### src/rtl/regfile_wb_scheduler.sv
`default_nettype none
// ============================================================================
// regfile_wb_scheduler: two-port writeback arbiter and busy scoreboard that
// drives the register file write port. Define ARB_RR_EN for round-robin.
// Revision: 1.0
// ============================================================================
module regfile_wb_scheduler #(
   parameter int XLEN = 32,
   parameter int AW   = 5
) (
   input  logic              clk,
   input  logic              rst_n,
   input  logic              iss_valid,
   input  logic [AW-1:0]     iss_rd,
   input  logic [AW-1:0]     iss_src1,
   input  logic [AW-1:0]     iss_src2,
   output logic              iss_stall,
   input  logic              req0_valid,
   input  logic [AW-1:0]     req0_rd,
   input  logic [XLEN-1:0]   req0_data,
   output logic              req0_ready,
   input  logic              req1_valid,
   input  logic [AW-1:0]     req1_rd,
   input  logic [XLEN-1:0]   req1_data,
   output logic              req1_ready,
   output logic [AW-1:0]     a3,
   output logic [XLEN-1:0]   wd3,
   output logic              we3,
   output logic [2**AW-1:0]  busy,
   output logic              wb_err
);

   localparam int NREG = 2**AW;

   logic [NREG-1:0] busy_r;
   logic [NREG-1:0] busy_nxt;
   logic            grant0;
   logic            grant1;
   logic            xfer;
   logic [AW-1:0]   xfer_rd;
   logic [XLEN-1:0] xfer_data;
   logic            xfer_wr;
   logic            iss_go;

`ifdef ARB_RR_EN
   // last_grant = 1 means port 1 was granted last, so port 0 wins contention
   logic last_grant;

   always_comb begin
      grant0 = req0_valid && (!req1_valid || last_grant);
      grant1 = req1_valid && (!req0_valid || !last_grant);
   end

   always_ff @(posedge clk or negedge rst_n) begin
      if (!rst_n) begin
         last_grant <= 1'b1;
      end else if (grant0 || grant1) begin
         last_grant <= grant1;
      end
   end
`else
   always_comb begin
      grant0 = req0_valid;
      grant1 = req1_valid && !req0_valid;
   end
`endif

   assign req0_ready = grant0;
   assign req1_ready = grant1;
   assign xfer       = grant0 || grant1;
   assign xfer_rd    = grant0 ? req0_rd   : req1_rd;
   assign xfer_data  = grant0 ? req0_data : req1_data;
   assign xfer_wr    = xfer && (xfer_rd != '0);

   // Hazard check sees only registered state; a clearing writeback helps next cycle
   assign iss_stall = iss_valid &&
                      (busy_r[iss_src1] || busy_r[iss_src2] || busy_r[iss_rd]);
   assign iss_go    = iss_valid && !iss_stall && (iss_rd != '0);

   always_comb begin
      busy_nxt = busy_r;
      if (xfer_wr) begin
         busy_nxt[xfer_rd] = 1'b0;
      end
      if (iss_go) begin
         busy_nxt[iss_rd] = 1'b1;
      end
   end

   always_ff @(posedge clk or negedge rst_n) begin
      if (!rst_n) begin
         busy_r <= '0;
         wb_err <= 1'b0;
         a3     <= '0;
         wd3    <= '0;
         we3    <= 1'b0;
      end else begin
         busy_r <= busy_nxt;
         we3    <= xfer_wr;
         if (xfer_wr) begin
            a3  <= xfer_rd;
            wd3 <= xfer_data;
            if (!busy_r[xfer_rd]) begin
               wb_err <= 1'b1;
            end
         end
      end
   end

   assign busy = busy_r;

endmodule
`default_nettype wire

### config.mk
export PLATFORM = sky130hd
export DESIGN_NAME = regfile_wb_scheduler
export DESIGN_NICKNAME = d
export VERILOG_FILES = /design/src/rtl/regfile_wb_scheduler.sv
export SDC_FILE = /design/constraint.sdc
export NUM_CORES = 1
export LEC_CHECK = 0
export CORE_UTILIZATION = 35
export DETAILED_ROUTE_END_ITERATION = 8
export GPL_TIMING_DRIVEN = 0
export PLACE_DENSITY = 0.66
export SETUP_SLACK_MARGIN = 0.15
export SLEW_MARGIN = 25
export SYNTH_ARGS = -nofsm -noshare
export SYNTH_HDL_FRONTEND = slang
export SYNTH_SLANG_ARGS = --single-unit
### constraint.sdc
create_clock -name clk -period 2.57 [get_ports clk]
set_input_delay 0.514 -clock clk [delete_from_list [all_inputs] [get_ports clk]]
set_output_delay 0.514 -clock clk [all_outputs]
set_load 0.02 [all_outputs]
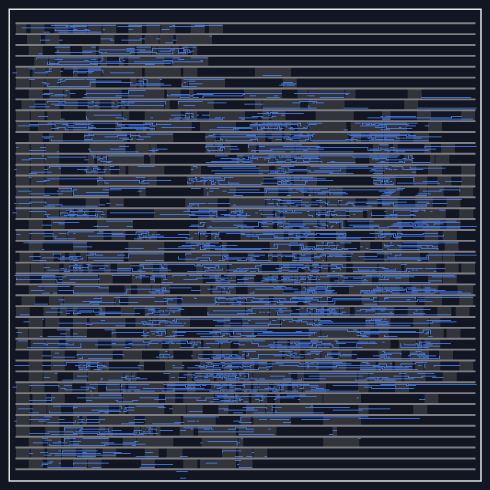
Fig. 1. The metal 1 layer (run 1).
(4 px per micron) Supply wires on this layer in gray.
656 nets have wire on it. The layer carries 7060 microns of wire.

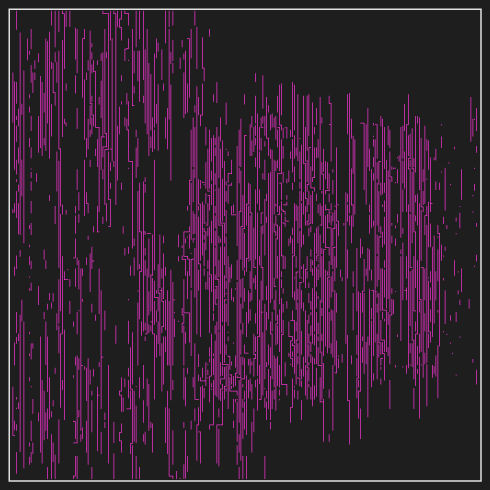
Fig. 2. Metal 2 (run 1).
(4 px per micron)
The layer carries 8420 microns of wire. The longest straight run is 61.9 microns. The layer holds 47% of the routed length. The wires run mostly vertical.

==> results.sh, run 1 <==
# flow metrics
export IMPL_outcome="complete, but fails checks"
export IMPL_violations="setup timing"
export IMPL_relSlewSlack_pct=50.6
export IMPL_slowest_stage="mux4_2"
export IMPL_yosysWarnings=0
export IMPL_power_density_mw_per_mm2=669
export IMPL_drtAntennaViolNets=0
export IMPL_path_cells="mux4_2 > mux2i_1 > nor3_1 > nor3_2 > nand2_2 > buf_8 > o31a_1 > buf_6"
export IMPL_ys_seq_share_pct=38.0
export IMPL_rsz0062_at_grt="yes"
export IMPL_fp_util_pct=36.4
export IMPL_drv_slew=0
export IMPL_cp_end_kind="output port"
export IMPL_fin_util_pct=56.7
export IMPL_dieArea_sq_mm=0.0138
export IMPL_hold_viol=0
export IMPL_synth_mux_area_fraction_pct=21.9
export IMPL_drt_initial_drc_count=414
export IMPL_gp_congestion=0.882
export IMPL_worst_slack_ns=-0.490
export IMPL_dpl_worst_slack_ns=-1.43
export IMPL_crit_path_max_fanout=10
export IMPL_warnings=29
export IMPL_ioPinCount=168
export IMPL_antenna_found_initial=0
export IMPL_post_dp_cell_area_sq_mm=0.00653
export IMPL_aoi_share_pct=19.8
export IMPL_tightest_slew_ns=0.742
export IMPL_finalSetupViolations=1
export IMPL_grt_overflow_total=0
export IMPL_n_fill_cell=1170
export IMPL_final_area_sq_mm=0.00727
export IMPL_async_flop_share_pct=100
export IMPL_fin_crit_ns=3.06
export IMPL_logic_family="multiplexers"
export IMPL_adder_share_pct=0
export IMPL_syn_avg_cell_area_sq_um=9.96
export IMPL_drive_gt1_share_pct=22.9
export IMPL_cts_num_sinks=71
export IMPL_crit_type="reg -> out"
export IMPL_diodes=0
export IMPL_finalClockPeriodUsage_pct=119
export IMPL_synthDistinctLibCells=57
export IMPL_syn_num_nets=563
export IMPL_insertion_delay_ns=0.33
export IMPL_power_leakage_nw=2.92
export IMPL_grt_start_max_net_pins=51
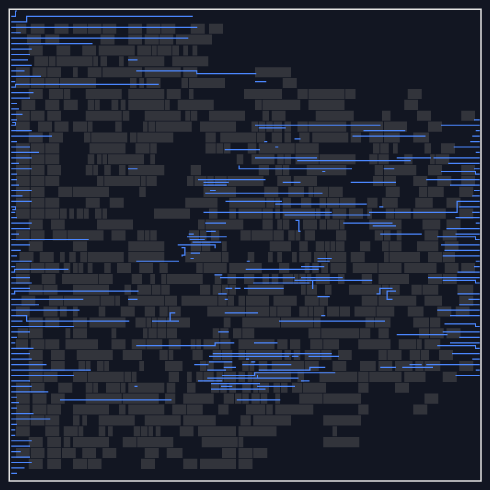
Fig. 3. M3 wires (run 1).
(4 px per micron)
The layer carries 1830 microns of wire. The longest straight run is 46.2 microns.

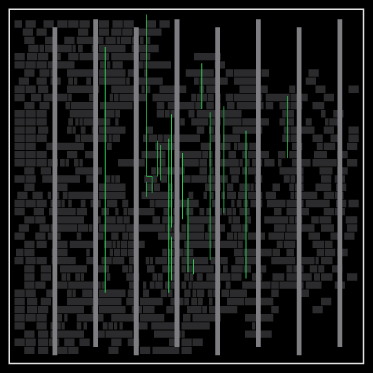
Fig. 4. Met4 routing (run 1).
(3 px per micron) Supply wires on this layer in gray.
The layer carries 493 microns of wire. The wires run mostly vertical. The longest straight run is 81.6 microns.
routed wire length: 17800 microns
via count: 4910

run 1: worst paths after layout:
check | cells after the start | slack (ns) | from | to
worst max-delay path | 8 | -0.49 | busy[5] | iss_stall
worst min register to register | 2 | 0.48 | wd3[28] | wd3[28]
max in group asynchronous | 2 | 1.92 | rst_n | busy[6]
worst min-delay path | 1 | 0.07 | rst_n | wd3[21]
worst max register to register | 7 | 0.22 | busy[5] | busy[21]
min in group clk | 2 | 0.48 | wd3[28] | wd3[28]
run 1: cell usage in the layout (no fill, tap or decap), types with 4 or more instances in the layout:
cell and n:
mux4_2 14, o41ai_1 4, inv_1 5, nand3_1 10, nor2b_1 10, clkdlybuf4s50_1 152, dfrtp_2 16, clkbuf_1 12
mux2i_1 50, or3_1 9, a21oi_1 4, mux2_2 12, clkbuf_4 4, nand2b_1 11, nand2_1 51, buf_4 35
o21ai_0 77, o31ai_1 10, clkbuf_16 9, nor2_1 11, o41ai_2 11, o22ai_2 4, nor3_1 8, dfrtp_1 55
o22ai_1 6, buf_6 5
run 1: layer usage:
metal | track usage (%) | up-vias | routed length, microns
li1 | - | 2185 | -
met1 | 32.2 | 2379 | 7060
met2 | 42.4 | 305 | 8420
met3 | 7.32 | 41 | 1830
met4 | 9.78 | 0 | 492
met5 | 0 | - | 0
run 1: logic make-up (layout without fill, tap and decap cells):
kind of cell           count (synthesis)  count (layout)
multiplexers                          81              81
flip-flops                            71              71
AND-OR/OR-AND                        140             140
AND/OR/NAND/NOR                      137             137
buffers and inverters                 40             248
run 1: worst reg2reg max path, cell delays in order (launching register included):
cell	delay, ns
dfrtp_2	0.46
mux4_2	0.48
mux2i_1	0.20
nor3_1	0.09
nor3_2	0.24
buf_4	0.18
nand3_4	0.15
o41ai_1	0.43
run 1: layout make-up:
class / count / area [sq um] / area share, %
Tap cell: 172 / 215 / 2.96
Timing Repair Buffer: 192 / 1860 / 25.5
Clock buffer: 11 / 253 / 3.48
Clock inverter: 5 / 31.3 / 0.430
Sequential cell: 71 / 1800 / 24.7
Multi-Input combinational cell: 358 / 2860 / 39.4
Inverter: 5 / 18.8 / 0.258
Buffer: 35 / 238 / 3.27
run 1: cell usage after synthesis, drive strengths merged (3+ instances only):
cell,instances,share of area (%)
buf,18,2.7
mux2i,52,11
o21ai,77,8.2
nand2b,11,1.5
nand3b,3,0.48
nor4,3,1.0
dfrtp,71,38
nand2,53,4.4
a21oi,5,0.54
mux2,15,3.7
a211oi,4,0.64
mux4,14,6.7
o31ai,11,1.8
o41ai,16,4.1
nor4b,3,0.56
nand3,11,1.3
or3,9,1.2
o22ai,10,1.5
nor2,12,1.0
clkbuf,17,1.4
inv,5,0.40
nor3,10,1.2
nor2b,10,1.3
run 1: registers in the layout, summed over array words and instances (netlist names):
signal / flops
wb_err: 1
wd3: 32
busy: 32
we3: 1
a3: 5
run 1: report_power, final:
part	switching, mW	leakage [nW]	total (mW)	internal, mW
combinational	1.02	1.91	2.06	1.04
clock	0.472	0.142	1.18	0.703
sequential	0.293	0.861	1.62	1.33
total	1.79	2.92	4.86	3.08
run 1: repair_timing:
action                                  4_1_cts  5_1_grt
buffers inserted                             27        4
endpoints found under the setup margin       72       52
pin swaps                                     7        4
resized                                      60       22
## Run 2: what changed since run 1
Settings changed: ABC_CLOCK_PERIOD_IN_PS set to 2570.
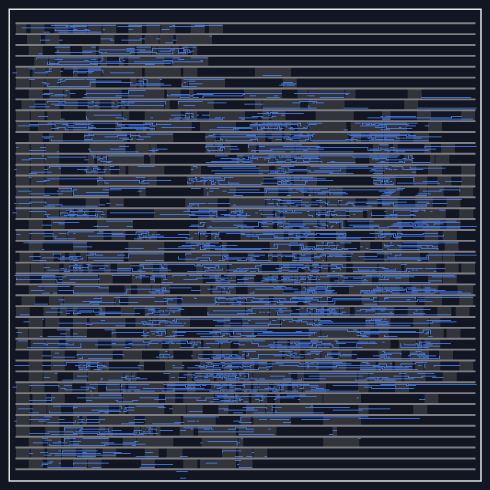
Fig. 5. The metal 1 layer (run 2).
(4 px per micron) Supply wires on this layer in gray.
The longest straight run is 31.7 microns. 656 nets have wire on it. The layer holds 40% of the routed length. The layer carries 7060 microns of wire. The wires run mostly horizontal.

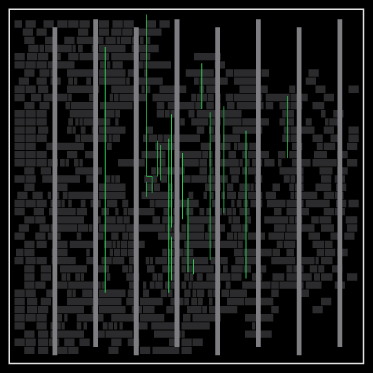
Fig. 6. Met4 routing (run 2).
(3 px per micron) Supply wires on this layer in gray.
The layer carries 493 microns of wire. The wires run mostly vertical. The layer holds 2.8% of the routed length.

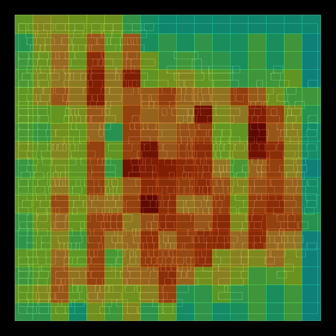
Fig. 7. Routing congestion (run 2).
Final Util: 56.7%
GRT Total Usage: 25.8%
wire per inst: 21.0 microns
met2 Use GR: 42.4%
met1 usage: 32.2%

==> results.sh, run 2 <==
# flow metrics
export IMPL_wl_microns=17800
export IMPL_worst_slack_ns=-0.490
export IMPL_ys_seq_share_pct=38.0
export IMPL_drtAntennaViolNets=0
export IMPL_netlist_area_leader_share_pct=38.0
export IMPL_syn_avg_cell_area_sq_um=9.96
export IMPL_switching_power_mw=1.79
export IMPL_grt_overflow_total=0
export IMPL_intPower_mw=3.08
export IMPL_diodes=0
export IMPL_violations="setup timing"
export IMPL_swShare_pct=36.8
export IMPL_top_layer="met4"
export IMPL_finalSetupViolations=1
export IMPL_drt_met1_wl_microns=7060
export IMPL_layout_top_cell="clkdlybuf4s50_1"
export IMPL_ioPinCount=168
export IMPL_synthDistinctLibCells=57
export IMPL_async_flop_share_pct=100
export IMPL_top_area_cell="dfrtp_1"
export IMPL_sequentialPowerShare_pct=33.4
export IMPL_common_cells="o21ai_0 (77), dfrtp_1 (71), nand2_1 (51)"
export IMPL_fin_crit_ns=3.06
export IMPL_dpl_worst_slack_ns=-1.43
export IMPL_drt_initial_drc_count=414
export IMPL_outcome="complete, but fails checks"
export IMPL_warnings=29
export IMPL_drv_slew=0
export IMPL_power_leakage_nw=2.92
export IMPL_drive_gt1_share_pct=22.9
export IMPL_fp_util_pct=36.4
export IMPL_cts_num_sinks=71
export IMPL_p_comb_share_pct=42.5
export IMPL_via_count=4910
export IMPL_syn_num_nets=563
export IMPL_yosysWarnings=0
export IMPL_layout_top_cells="clkdlybuf4s50_1 (152), o21ai_0 (77), dfrtp_1 (55)"
export IMPL_hold_viol=0
export IMPL_insertion_delay_ns=0.33
export IMPL_power_density_mw_per_mm2=669
export IMPL_post_synth_top_count_cell="o21ai_0"
export IMPL_crit_path_max_fanout=10
==> run 2: cells by family (layout without fill, tap and decap cells) <==
group                  Yosys count  in the layout  synth area share, %
buffers and inverters           40            248                 4.44
and+or+nand+nor                137            137                 15.9
muxes                           81             81                 21.9
DFF                             71             71                 38.0
AOI/OAI and AO/OA              140            140                 19.8
==> run 2: critical path, stage by stage (launching register included) <==
cell	delay, ns
dfrtp_2	0.46
mux4_2	0.48
mux2i_1	0.20
nor3_1	0.09
nor3_2	0.24
nand2_2	0.10
buf_8	0.17
o31a_1	0.33
buf_6	0.14
==> run 2: timing repair <==
action / 4_1_cts / 5_1_grt
hold buffers: 0 / 0
gates cloned: 0 / 0
setup buffers: 27 / 4
pin swaps: 7 / 4
setup endpoints to repair: 72 / 52
gates resized: 60 / 22
==> run 2: worst paths after layout <==
| check | cells after the start | startpoint | slack, ns | end |
|---|---|---|---|---|
| min | 1 | rst_n | 0.07 | wd3[21] |
| max | 8 | busy[5] | -0.49 | iss_stall |
| max reg2reg | 7 | busy[5] | 0.22 | busy[21] |
| min in group clk | 2 | wd3[28] | 0.48 | wd3[28] |
| max in group asynchronous | 2 | rst_n | 1.92 | busy[6] |
| min reg2reg | 2 | wd3[28] | 0.48 | wd3[28] |
==> run 2: power by group through the flow <==
stage	sequential, mW	clock [mW]	combinational (mW)
final	1.62	1.18	2.06
after detailed placement	1.65	0	1.76
after global placement	1.65	0	1.74
after floorplan	1.76	0	0.737
after CTS	1.60	1.19	1.99
after global routing	1.64	1.25	2.18
==> run 2: final cells by class <==
cell class	count	area, sq um
Fill cell	1170	5550
Multi-Input combinational cell	358	2860
Timing Repair Buffer	192	1860
Sequential cell	71	1800
Clock buffer	11	253
Buffer	35	238
Tap cell	172	215
Clock inverter	5	31.3
Inverter	5	18.8
==> run 2: layer usage <==
layer  global-route usage (%)  vias to the layer above
met2                     42.4                      305
met4                     9.78                        0
li1                         -                     2185
met1                     32.2                     2379
met3                     7.32                       41
met5                        0                        -
No activity file was given, so power comes from the tool's default toggle rates.
